Fig. 1: run 1, local utilization
Bar = 50 um. The die is cut into 20 by 20 equal tiles; dark blue is low, red is high, 0 to 100% covered.
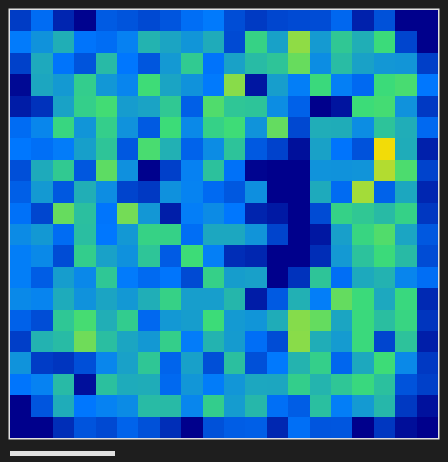
Fig. 2: run 1, wiring heat map
Bar = 50 um. The die is cut into 20 by 20 equal tiles; dark blue is low, red is high, scaled to the fullest tile. Values are wire area over tile area, all layers added.
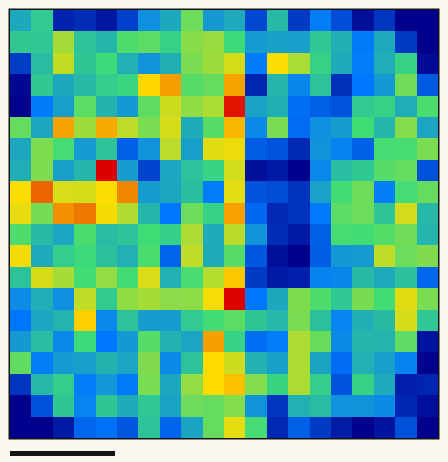
Fig. 3: run 1, routing congestion
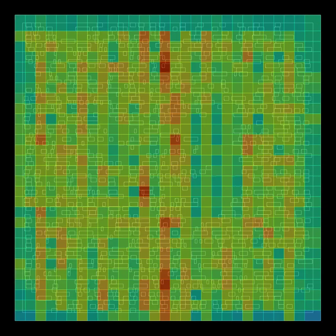
Design pc_fetch, sky130hd; sources not shown.
==> deck_impl_summary.md, run 1 <==
Key Metrics from the Run

Critical path
  • Worst path bufs/invs: 3
  • CP max FO: 10
  • Critical Path RT: 3.70 ns
  • Crit-path cells: clkbuf_1 -> clkbuf_1 -> mux2_2 -> clkdlybuf4s50_1
  • R2r setup slk: 1.73 ns
  • R2R depth: 7
  • CP endpoint kind: output pin

Job
  • Max cap viols: 0

Synthesis
  • Adder share: 0.005328
  • Seq share, synth: 0.5302
  • Commonest cells post-synth: 199 x dfrtp_1, 130 x nand2_1, 128 x mux2_2
  • Post-synth EDFFs: 0
  • Largest cells by area: dfrtp_1 53%, mux2_2 15%, mux2_4 9.6%, nand2_1 5.2%, buf_4 3.4%
  • Aoi share: 0.05701
  • Xor/xnor share: 0.004662

Place
  • Placed cell areas: 12410 um2
  • # placed instances: 1484

Clocking
  • CTS Sinks: 199
  • Post-CTS sizing: 0
  • Clk ins delay skew pair: 0.61 ns

Floorplanning
  • Die Size: 41550 um2
  • Die x size: 203.8 um
  • Row Count: 71

Final timing
  • Period utilization: 0.8710
  • TNS Setup: 0 ns
  • Fmax: 263.9 MHz
  • Period minus WS final: 3.789 ns
  • Finish-stage setup viols: 0
  • Final Hold Fails: 0
  • Slew @ Worst Pin: 0.7722 ns

Cells and area
  • Fin area: 12720 um2
  • Final-layout fill cell count: 3982
  • Non-Filler Instances: 1518
  • Share of cells above drive strength 1: 0.3161

Detailed routing
  • Met3 Wirelength: 1.486 mm
  • Final ANT Viol Nets: 0

Hold path
  • Worst min path class: in2async

Pwr
  • Leakage: 5.831 nW

Global route
  • Initial antenna violation count: 3

Outcome
  • Status: finished, final reports clean
About Fig. 1:
nearly empty tiles: 5.8%
fullest tile: 73%
emptiest ninth of the die: centre
mean over tiles: 29%
fp util: 0.2511
Core Area: 37400 um2
Util after Layout: 0.3402

About Fig. 2:
fullest tile: 0.26
mean over tiles: 0.11
densest ninth of the die: middle left
tiles over half the peak: 34%
nearly empty tiles: 3.3%
Routed wire per std cell: 18.58 um
WL final: 28.21 mm

About Fig. 3:
M2 GR Usage: 0.2301
met3 usage: 0.04491

-- run 1: power breakdown --
group | switching [W] | total, W | internal, W
Combinational | 0.000516 | 0.00110 | 0.000587
Sequential | 0.000152 | 0.00221 | 0.00206
Clock | 0.000661 | 0.00107 | 0.000407
Total | 0.00133 | 0.00438 | 0.00305
-- run 1: logic make-up (layout without fill, tap and decap cells) --
group | Yosys count | count (layout)
xor gates and xnor gates | 5 | 5
other | 0 | 1
DFF | 199 | 199
and+or+nand+nor | 182 | 182
buffers and inverters | 80 | 347
AOI/OAI and AO/OA | 77 | 77
adders and majority gates | 4 | 4
muxes | 192 | 192
-- run 1: per-layer routing --
layer  track usage  vias to the layer above
li1              -                     2982
met1        0.1735                     3301
met2        0.2301                      125
met3       0.04491                       15
met4       0.02915                        4
met5             0                        -
-- run 1: cell type report --
type / count / area [um2] / area share
timing repair buffer: 235 / 2392 / 0.1880
clock buffer: 19 / 142.6 / 0.01121
sequential: 199 / 4980 / 0.3913
antenna: 1 / 2.502 / 0.0001967
inverter: 6 / 22.52 / 0.001770
multi-input combinational: 460 / 3850 / 0.3026
buffer: 74 / 540.5 / 0.04248
clock inverter: 13 / 155.1 / 0.01219
tap: 511 / 639.4 / 0.05025
-- run 1: through the flow --
stage            util  power, W  setup slack [ns]
2_1_floorplan       -  0.002783             1.941
3_3_place_gp   0.3303  0.003359            -6.973
3_5_place_dp   0.3319  0.003382            0.2358
4_1_cts        0.3402  0.004499            0.3264
5_1_grt        0.3402  0.004663            0.2633
6_report       0.3402  0.004381            0.5613
-- run 1: repair_timing --
| action | CTS | global route |
|---|---|---|
| endpoints found under the hold margin | 29 | 0 |
| hold buffers | 1 | 0 |
| buffers inserted | 0 | 0 |
Fig. 4: run 1, cell sizes after repair
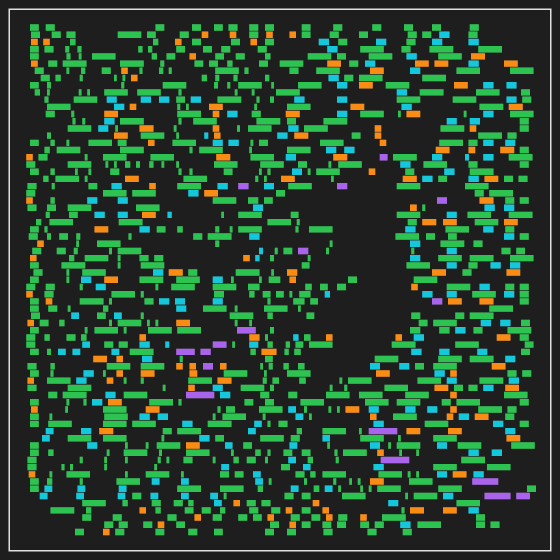

## Run 2: what changed since run 1
CORE_ASPECT_RATIO = 1.4   (was default)
GPL_TIMING_DRIVEN = default   (was 0)
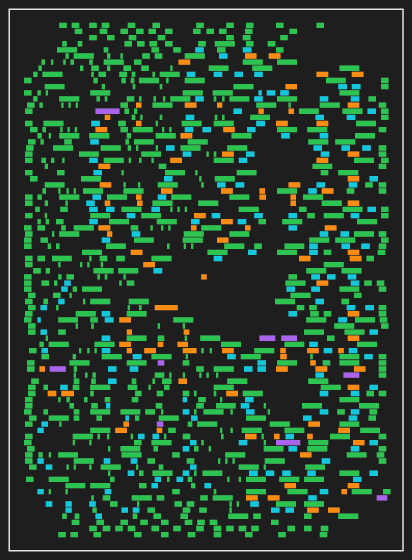
Fig. 5. Cell sizes after repair (run 2).
[_2 cells] cyan | cells: 168 | share: 18% | most used: mux2_2
[_0 and _1 cells] green | cells: 667 | share: 71% | most used: clkdlybuf4s50_1
[_6 and larger] purple | cells: 9 | share: 0.96% | most used: buf_12
[_3 and _4 cells] orange | cells: 97 | share: 10% | most used: mux2_4
Area growth syn-to-layout: 29.97%
setup ws final: 1.042 ns
count of plain and timing-repair buffers: 244
fin area: 12210 um2

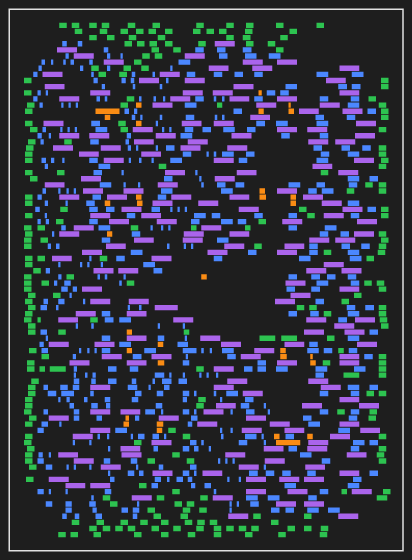
Fig. 6. Placement by cell class (run 2).
[other buffers and delay cells] green | cells: 244
[clock drivers and dummy loads] orange | cells: 32
[flops] purple | cells: 199
[combinational and other logic] blue | cells: 466
sequential cell area share: 0.4082
Util after Layout: 0.3263
Core Area: 37420 um2
Row Count: 84

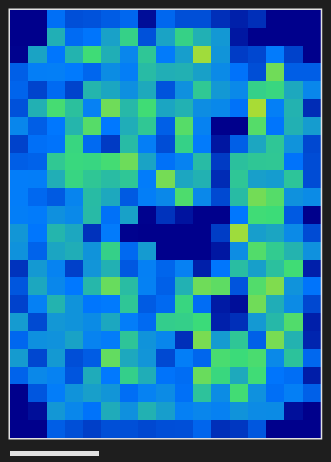
Fig. 7. Local utilization (run 2).
Bar = 50 um. The die is cut into 17 by 24 equal tiles; dark blue is low, red is high, 0 to 100% covered.
mean over tiles: 28%
nearly empty tiles: 8.6%
fullest tile: 64%
fp util: 0.2510

==> deck_impl_summary.md, run 2 <==
Key Metrics from the Run

Outcome
  • Status: finished, final reports clean (unchanged)

Critical path
  • Critical Path RT: 3.70 ns (about the same)
  • Crit-path cells: buf_12 -> mux2_2 -> clkdlybuf4s50_1 (was clkbuf_1 -> clkbuf_1 -> mux2_2 -> clkdlybuf4s50_1)
  • CP endpoint kind: output pin (unchanged)
  • CP max FO: 39 (was 10)
  • R2r setup slk: 1.63 ns (was 1.73 ns)

Synthesis
  • Adder share: 0.005328 (unchanged)
  • Seq share, synth: 0.5302 (unchanged)
  • Aoi share: 0.05701 (unchanged)
  • Largest cells by area: dfrtp_1 53%, mux2_2 15%, mux2_4 9.6%, nand2_1 5.2%, buf_4 3.4% (unchanged)
  • Xor/xnor share: 0.004662 (unchanged)
  • Commonest cells post-synth: 199 x dfrtp_1, 130 x nand2_1, 128 x mux2_2 (unchanged)
  • Post-synth EDFFs: 0 (unchanged)

Detailed routing
  • Met3 Wirelength: 1.149 mm (was 1.486 mm)
  • WL final: 26.71 mm (was 28.21 mm)
  • Routed wire per std cell: 18.88 um (was 18.58 um)

Clocking
  • Post-CTS sizing: 0 (unchanged)
  • Clk ins delay skew pair: 0.60 ns (was 0.61 ns)
  • CTS Hold Bufs: 1 (unchanged)
  • Post-CTS setup repair buffer count: 0 (unchanged)
  • CTS Sinks: 199 (unchanged)
  • CTS max path bufs: 2 (unchanged)

Place
  • # placed instances: 1381 (was 1484)
  • Placed cell areas: 11920 um2 (was 12410 um2)
  • Pre-CTS setup slack: 1.120 ns (was 0.2358 ns)

Final timing
  • Slew @ Worst Pin: 0.9000 ns (was 0.7722 ns)
  • Period minus WS final: 3.308 ns (was 3.789 ns)
  • Period utilization: 0.7605 (was 0.8710)
  • TNS Setup: 0 ns (unchanged)
  • Finish-stage setup viols: 0 (unchanged)
  • Final Hold Fails: 0 (unchanged)
  • Fmax: 302.3 MHz (was 263.9 MHz)

Pwr
  • Post-route total power: 0.004264 W (was 0.004381 W)

Floorplanning
  • Die x size: 173.8 um (was 203.8 um)
  • Die Size: 41600 um2 (was 41550 um2)

Global route
  • Initial antenna violation count: 1 (was 3)

Cells and area
  • Final-layout fill cell count: 3975 (was 3982)
  • Non-Filler Instances: 1415 (was 1518)

Job
  • Max cap viols: 0 (unchanged)

Hold path
  • Worst min path class: reg2reg (was in2async)
run 2: cell count changes in the layout (fill, tap and decap cells not counted), sizes merged:
cell,change
buf,-48
inv,+1
bufinv,-1
clkinv,+1
clkdlybuf4s50,-1
clkinvlp,-2
clkbuf,-15
run 2: worst max-delay path, delay by kind of cell, from the launching register on:
kind | cells | cell delay, ns
buf+inv | 2 | 0.93
flops | 1 | 0.75
mux | 1 | 0.38
run 2: power by group:
part	internal [W]	switching, W	total (W)
clock	0.000360	0.000645	0.00101
sequential	0.00206	0.000165	0.00222
combinational	0.000539	0.000498	0.00104
run 2: cells by family (layout without fill, tap and decap cells):
| group | Yosys count | after routing |
|---|---|---|
| simple gates | 182 | 182 |
| compound gates | 77 | 77 |
| other cells | 0 | 1 |
| buf+inv | 80 | 282 |
| flops | 199 | 199 |
| mux | 192 | 192 |
| xor+xnor | 5 | 5 |
| fa+ha+maj | 4 | 4 |
run 2: per-layer routing:
metal  track usage  vias to the layer above
li1              -                     2852
met1        0.1592                     3160
met2        0.2232                      142
met3       0.03363                       16
met4       0.03457                        0
met5             0                        -
run 2: layout make-up:
type | count | area, um2 | share of cell area
sequential | 199 | 4984 | 0.4082
tap | 473 | 591.8 | 0.04848
inverter | 6 | 22.52 | 0.001845
clock inverter | 12 | 127.6 | 0.01045
timing repair buffer | 244 | 2464 | 0.2018
multi-input combinational | 460 | 3866 | 0.3167
clock buffer | 20 | 150.1 | 0.01230
antenna | 1 | 2.502 | 0.0002050
run 2: per-stage QoR:
step	util	hold WS [ns]
3_3_place_gp	0.3185	0.4626
2_1_floorplan	-	0.3569
3_5_place_dp	0.3185	0.4761
4_1_cts	0.3262	0.4476
6_report	0.3263	0.5028
5_1_grt	0.3263	0.4598
Power and IR drop assume default switching activity.
